Fig. 1: run 1, cell sizes after repair
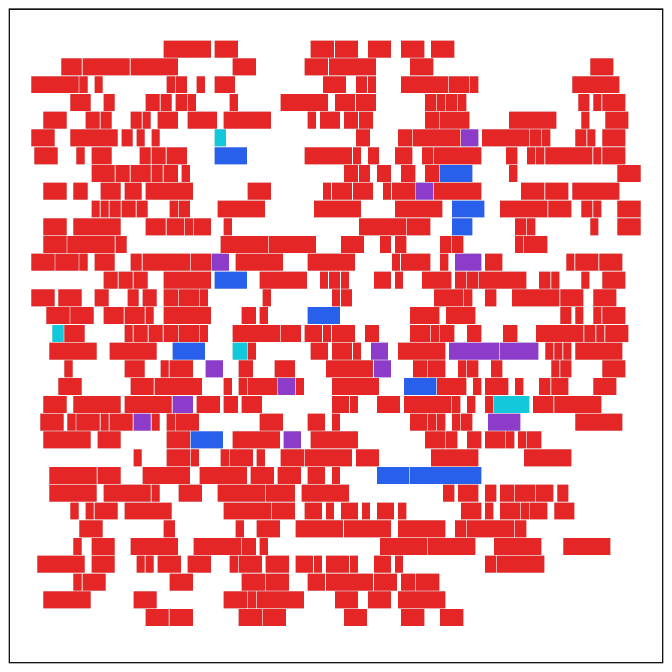
Fig. 2: run 1, cell classes on the final placement
Scale bar: 20 um.
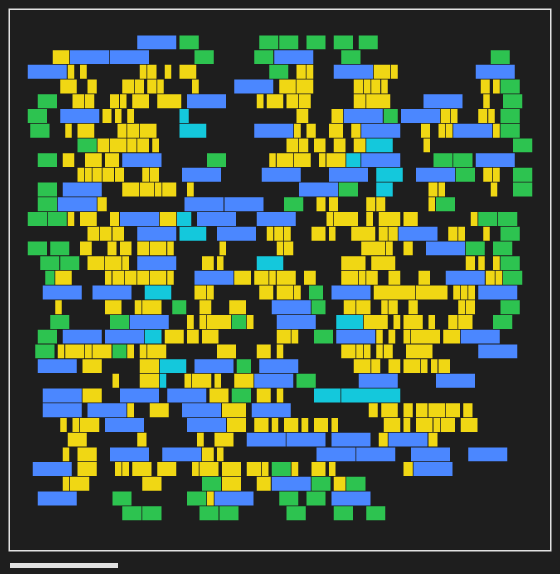
Fig. 3: run 1, routed clock nets over the placement
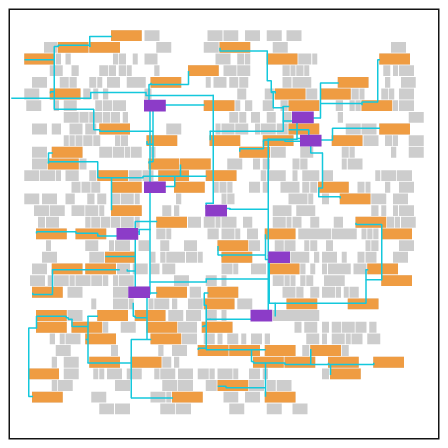
[config.mk]
export PLATFORM = sky130hd
export DESIGN_NAME = rx_frame_sched_flat
export DESIGN_NICKNAME = d
export VERILOG_FILES = /design/src/rtl/rx_frame_sched_if.sv /design/src/rtl/rx_frame_sched.sv /design/src/flat_wrapper.sv
export SDC_FILE = /design/constraint.sdc
export NUM_CORES = 1
export LEC_CHECK = 0
export CAP_MARGIN = 0
export CORE_MARGIN = 3
export CORE_UTILIZATION = 41
export DETAILED_ROUTE_END_ITERATION = 16
export HOLD_SLACK_MARGIN = 0.12
export PLACE_DENSITY = 0.64
export SETUP_SLACK_MARGIN = 0.02
export SYNTH_ARGS = -nofsm -noshare
export SYNTH_HDL_FRONTEND = slang
export SYNTH_SLANG_ARGS = --single-unit
[constraint.sdc]
create_clock -name clk -period 2.9 [get_ports clk]
set_input_delay 0.58 -clock clk [delete_from_list [all_inputs] [get_ports clk]]
set_output_delay 0.58 -clock clk [all_outputs]
set_load 0.005 [all_outputs]
[src/rtl/rx_frame_sched_if.sv]
// Handshake bundle between rx_frame_sched and its neighbours: the Ethernet
// RX writer (frame done / bank select), the frame parser (start / done) and
// the payload consumer (valid / ack), plus status counters.
//   master : the scheduler itself (drives rx_bank, parse_*, out_*, counters)
//   slave  : the surrounding blocks (drive rx_frame_*, parse_done/last, out_ack)
interface rx_frame_sched_if #(
    parameter int ADDR_W = 9
);
    logic              rx_frame_done;
    logic [ADDR_W-1:0] rx_frame_words;
    logic              rx_bank;
    logic              rx_stall;
    logic              parse_start;
    logic              parse_bank;
    logic [ADDR_W-1:0] parse_len;
    logic              parse_done;
    logic [ADDR_W-1:0] parse_last;
    logic              out_valid;
    logic [ADDR_W-1:0] out_last;
    logic              out_ack;
    logic [15:0]       drop_count;
    logic [7:0]        timeout_count;
    logic              busy;

    modport master (
        input  rx_frame_done, rx_frame_words, parse_done, parse_last, out_ack,
        output rx_bank, rx_stall, parse_start, parse_bank, parse_len,
               out_valid, out_last, drop_count, timeout_count, busy
    );

    modport slave (
        output rx_frame_done, rx_frame_words, parse_done, parse_last, out_ack,
        input  rx_bank, rx_stall, parse_start, parse_bank, parse_len,
               out_valid, out_last, drop_count, timeout_count, busy
    );
endinterface

[src/rtl/rx_frame_sched.sv]
// Ping-pong RX frame-buffer scheduler. Hands the RX writer an empty bank,
// launches the parser on filled banks in arrival order, holds the single
// payload RAM until the consumer acks it, and aborts a hung parse with a
// watchdog.
// Ports:
//   clk, rst : clock, synchronous active-high reset
//   bus      : rx_frame_sched_if.master (writer, parser and consumer handshakes,
//              drop/timeout counters, busy)
module rx_frame_sched #(
    parameter int ADDR_W  = 9,
    parameter int TIMEOUT = 1024
) (
    input logic clk,
    input logic rst,
    rx_frame_sched_if.master bus
);
    localparam int WD_W = (TIMEOUT > 2) ? $clog2(TIMEOUT) : 1;

    typedef enum logic [1:0] {IDLE, LAUNCH, PARSING, HOLD} state_t;

    state_t                  state;
    logic [1:0]              full;
    logic [1:0][ADDR_W-1:0]  len;
    logic                    rx_bank;
    logic                    rd_ptr;
    logic                    rx_stall;
    logic                    parse_start;
    logic                    parse_bank;
    logic [ADDR_W-1:0]       parse_len;
    logic                    out_valid;
    logic [ADDR_W-1:0]       out_last;
    logic [15:0]             drop_count;
    logic [7:0]              timeout_count;
    logic                    busy;
    logic [WD_W-1:0]         wd;

    logic                    accept;
    logic                    drop;
    logic                    clr;
    logic [1:0]              full_nxt;
    logic                    rx_bank_nxt;

    // Accept/drop decisions use the registered stall, so a bank being freed
    // in this same cycle still causes a drop. Zero-length frames are ignored
    // outright (never counted as drops).
    always_comb begin
        accept      = bus.rx_frame_done && !rx_stall && (bus.rx_frame_words != '0);
        drop        = bus.rx_frame_done &&  rx_stall && (bus.rx_frame_words != '0);
        clr         = (state == PARSING) && (bus.parse_done || (wd == '0));
        full_nxt    = full;
        if (clr)
            full_nxt[rd_ptr] = 1'b0;
        // An accept always targets the bank opposite the one being cleared,
        // since the cleared bank is full and an accepted bank is empty.
        if (accept)
            full_nxt[rx_bank] = 1'b1;
        rx_bank_nxt = rx_bank ^ accept;
    end

    always_ff @(posedge clk) begin
        if (rst) begin
            state         <= IDLE;
            full          <= '0;
            len           <= '0;
            rx_bank       <= 1'b0;
            rd_ptr        <= 1'b0;
            rx_stall      <= 1'b0;
            parse_start   <= 1'b0;
            parse_bank    <= 1'b0;
            parse_len     <= '0;
            out_valid     <= 1'b0;
            out_last      <= '0;
            drop_count    <= '0;
            timeout_count <= '0;
            busy          <= 1'b0;
            wd            <= '0;
        end else begin
            full     <= full_nxt;
            rx_bank  <= rx_bank_nxt;
            // Stall mirrors full[] of the bank the writer will own next cycle.
            rx_stall <= full_nxt[rx_bank_nxt];
            if (accept)
                len[rx_bank] <= bus.rx_frame_words;
            if (drop && (drop_count != 16'hFFFF))
                drop_count <= drop_count + 16'd1;

            parse_start <= 1'b0;
            case (state)
                IDLE: begin
                    if (full[rd_ptr]) begin
                        state       <= LAUNCH;
                        parse_start <= 1'b1;
                        parse_bank  <= rd_ptr;
                        parse_len   <= len[rd_ptr];
                        busy        <= 1'b1;
                    end
                end
                LAUNCH: begin
                    // TIMEOUT-1 down to 0 spans exactly TIMEOUT PARSING cycles.
                    wd    <= WD_W'(TIMEOUT - 1);
                    state <= PARSING;
                end
                PARSING: begin
                    if (bus.parse_done) begin
                        out_last  <= bus.parse_last;
                        out_valid <= 1'b1;
                        rd_ptr    <= ~rd_ptr;
                        state     <= HOLD;
                    end else if (wd == '0) begin
                        rd_ptr <= ~rd_ptr;
                        if (timeout_count != 8'hFF)
                            timeout_count <= timeout_count + 8'd1;
                        busy  <= 1'b0;
                        state <= IDLE;
                    end else begin
                        wd <= wd - WD_W'(1);
                    end
                end
                HOLD: begin
                    // Payload RAM belongs to the consumer; no relaunch here.
                    if (bus.out_ack) begin
                        out_valid <= 1'b0;
                        busy      <= 1'b0;
                        state     <= IDLE;
                    end
                end
                default: state <= IDLE;
            endcase
        end
    end

    assign bus.rx_bank       = rx_bank;
    assign bus.rx_stall      = rx_stall;
    assign bus.parse_start   = parse_start;
    assign bus.parse_bank    = parse_bank;
    assign bus.parse_len     = parse_len;
    assign bus.out_valid     = out_valid;
    assign bus.out_last      = out_last;
    assign bus.drop_count    = drop_count;
    assign bus.timeout_count = timeout_count;
    assign bus.busy          = busy;
endmodule

[src/flat_wrapper.sv]
// flat-port wrapper written by rule: the top's interface ports become plain ports
module rx_frame_sched_flat 
#(
    parameter int ADDR_W  = 9,
    parameter int TIMEOUT = 1024
)
  (clk, rst, bus_rx_frame_done, bus_rx_frame_words, bus_parse_done, bus_parse_last, bus_out_ack, bus_rx_bank, bus_rx_stall, bus_parse_start, bus_parse_bank, bus_parse_len, bus_out_valid, bus_out_last, bus_drop_count, bus_timeout_count, bus_busy);
  rx_frame_sched_if #(.ADDR_W(ADDR_W)) bus_i ();
  input logic clk;
  input logic rst;
  input wire logic [$bits(bus_i.rx_frame_done)-1:0] bus_rx_frame_done;
  input wire logic [$bits(bus_i.rx_frame_words)-1:0] bus_rx_frame_words;
  input wire logic [$bits(bus_i.parse_done)-1:0] bus_parse_done;
  input wire logic [$bits(bus_i.parse_last)-1:0] bus_parse_last;
  input wire logic [$bits(bus_i.out_ack)-1:0] bus_out_ack;
  output wire logic [$bits(bus_i.rx_bank)-1:0] bus_rx_bank;
  output wire logic [$bits(bus_i.rx_stall)-1:0] bus_rx_stall;
  output wire logic [$bits(bus_i.parse_start)-1:0] bus_parse_start;
  output wire logic [$bits(bus_i.parse_bank)-1:0] bus_parse_bank;
  output wire logic [$bits(bus_i.parse_len)-1:0] bus_parse_len;
  output wire logic [$bits(bus_i.out_valid)-1:0] bus_out_valid;
  output wire logic [$bits(bus_i.out_last)-1:0] bus_out_last;
  output wire logic [$bits(bus_i.drop_count)-1:0] bus_drop_count;
  output wire logic [$bits(bus_i.timeout_count)-1:0] bus_timeout_count;
  output wire logic [$bits(bus_i.busy)-1:0] bus_busy;
  assign bus_i.rx_frame_done = bus_rx_frame_done;
  assign bus_i.rx_frame_words = bus_rx_frame_words;
  assign bus_i.parse_done = bus_parse_done;
  assign bus_i.parse_last = bus_parse_last;
  assign bus_i.out_ack = bus_out_ack;
  assign bus_rx_bank = bus_i.rx_bank;
  assign bus_rx_stall = bus_i.rx_stall;
  assign bus_parse_start = bus_i.parse_start;
  assign bus_parse_bank = bus_i.parse_bank;
  assign bus_parse_len = bus_i.parse_len;
  assign bus_out_valid = bus_i.out_valid;
  assign bus_out_last = bus_i.out_last;
  assign bus_drop_count = bus_i.drop_count;
  assign bus_timeout_count = bus_i.timeout_count;
  assign bus_busy = bus_i.busy;
  rx_frame_sched #(.ADDR_W(ADDR_W), .TIMEOUT(TIMEOUT)) u_core (.clk(clk), .rst(rst), .bus(bus_i));
endmodule
==> Table 3: Implementation characteristics, run 1 <==
Table: implementation figures

Parameter                              Value

Cells and area
  Number of flip-flops in the largest register .................. 18
  Most common logic cell in the routed design .................. sky130_fd_sc_hd__dfxtp_1
  FILL cells .................. 775
  Fraction of final layout cells sized beyond drive strength 1 .................. 6.08%

GRT
  Vias in the first global route .................. 2862

Min path
  Number of cells traversed by the worst hold path .................. 2

Setup path
  Source of the worst register-to-register timing path .................. u_core.wd[0]
  CP cell instances .................. clkdlybuf4s50_1, nor3_1, a311oi_1, ha_1, or2_2, o22ai_1
  Slowest cell on the critical path .................. sky130_fd_sc_hd__a311oi_1

Place
  Placement-stage worst setup slack .................. 245 ps
  Number of buffers added on ports .................. 70

Synthesis
  Cell count after synthesis .................. 406
  Top-count cell post-synth .................. sky130_fd_sc_hd__dfxtp_1
  Top logic family .................. simple AND/OR/NAND/NOR gates

Power and ir drop
  Tot Pwr .................. 3.34 mW
  Power group with the largest share .................. sequential cells

CTS
  Number of buffers on the longest clock path .................. 2

Route
  Post-route antenna net violation count .................. 0
  Number of iterations in the first detailed-routing pass .................. 5
  Total vias in the final route .................. 3015

Status
  Result of the run .................. finished clean

Final timing
  Hold_ws .................. 454 ps
  Final critical path time including I/O delays and setup .................. 2300 ps
Back to the opening pictures, Fig. 1:
x3 and x4 -> purple  # cells 14, share 2.9%
x1 and smaller -> red  # cells 448, share 94%
x6 and larger -> blue  # cells 11, share 2.3%
x2 -> cyan  # cells 4, share 0.84%

Back to the opening pictures, Fig. 2:
registers -> blue  # cells 81, share of their area 36%
clock drivers and dummy loads -> cyan  # cells 16, share of their area 4.4%
remaining buffers and delay cells -> green  # cells 77, share of their area 17%
remaining logic cells -> yellow  # cells 303, share of their area 43%

Back to the opening pictures, Fig. 3:
clock-net drivers -> purple  # count 9
flip-flops -> orange  # count 81
clock wires -> cyan  # length 968 um
routed clock nets = 10
flops lie = widely spread

Fig. 4: run 1, clock wiring as the flow saved it
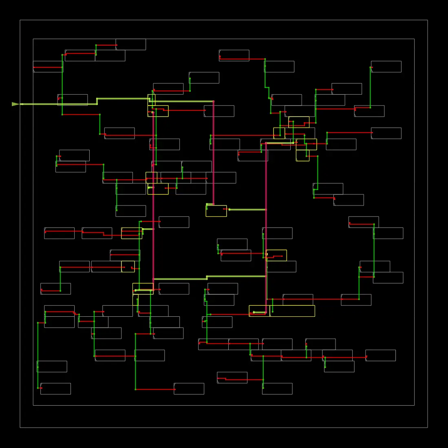

==> run 1 -> run 2 <==
==> constraint.sdc (replaced) <==
create_clock -name clk -period 2.4 [get_ports clk]
set_input_delay 0.48 -clock clk [delete_from_list [all_inputs] [get_ports clk]]
set_output_delay 0.48 -clock clk [all_outputs]
set_load 0.005 [all_outputs]
Fig. 5: run 2, clock wiring as the flow saved it
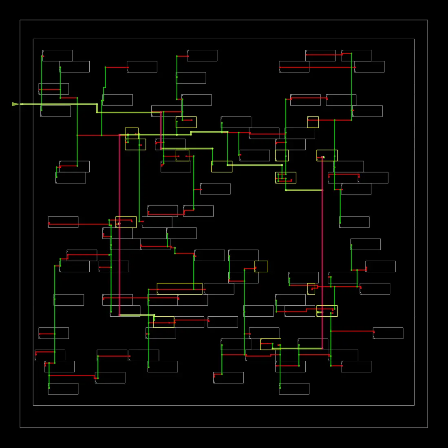
clock sink total: 81
clock latency reported for the late side of the worst-skew pair: 360 ps
clock network power: 1.02 mW

==> run 2 against run 1 <==
- sequential power up 21%
- count of clock-buffer cells in the layout down 1
- global-route usage up 0.61 points
- critical path type is now register to register
==> Table 3: Implementation characteristics, run 2 <==
Table: implementation figures

Parameter                              Value

Setup path
  Reg2Reg Depth .................. 7
  CP cell instances .................. inv_1, ha_1, or4b_4, o311a_1, nand2_1, xor2_1, a21oi_1
  Source of the worst register-to-register timing path .................. u_core.wd[0]
  Kind of critical path .................. register to register
  Crit path launch type .................. register
  Total buffers and inverters traversed by the critical path .................. 1
  Slowest cell on the critical path .................. sky130_fd_sc_hd__or4b_4

Route
  Number of iterations in the first detailed-routing pass .................. 4
  Post-route antenna net violation count .................. 0
  Remaining routing DRC violations .................. 0

CTS
  Number of buffers on the longest clock path .................. 2
  Clock buffer count from CTS .................. 9

Synthesis
  Top logic family .................. simple AND/OR/NAND/NOR gates
  Cell count after synthesis .................. 406
  Top-count cell post-synth .................. sky130_fd_sc_hd__dfxtp_1

Cells and area
  Number of flip-flops in the largest register .................. 18
  Final cell count without fillers .................. 597
  Diode count .................. 0
  Fraction of final layout cells sized beyond drive strength 1 .................. 9.15%
  Non-clock buffering overhead in the final layout .................. 18.5%
  Most common logic cell in the routed design .................. sky130_fd_sc_hd__dfxtp_1

GRT
  Vias in the first global route .................. 2905

Final timing
  Final critical path time including I/O delays and setup .................. 2180 ps
  Hold_ws .................. 460 ps
  Final period util .................. 90.8%
  Total negative setup slack .................. 0 ps

Power and ir drop
  Power group with the largest share .................. sequential cells
  Tot Pwr .................. 4.15 mW

Place
  Number of buffers added on ports .................. 70
  Placement-stage worst setup slack .................. -117 ps

Min path
  Number of cells traversed by the worst hold path .................. 2

Status
  Result of the run .................. finished clean

Die
  Floorplan core area .................. 8380 um^2
  Die footprint .................. 9970 um^2
Fig. 6: run 2, met1 routing
Supply wires on this layer in gray.
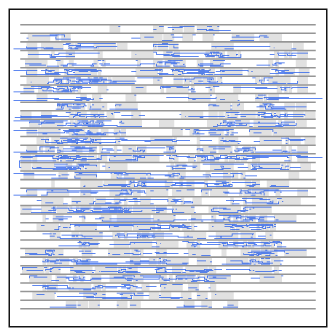
longest straight run = 28.5 um
wire length on this layer = 3990 um

Power is estimated from default activity; no workload was simulated.
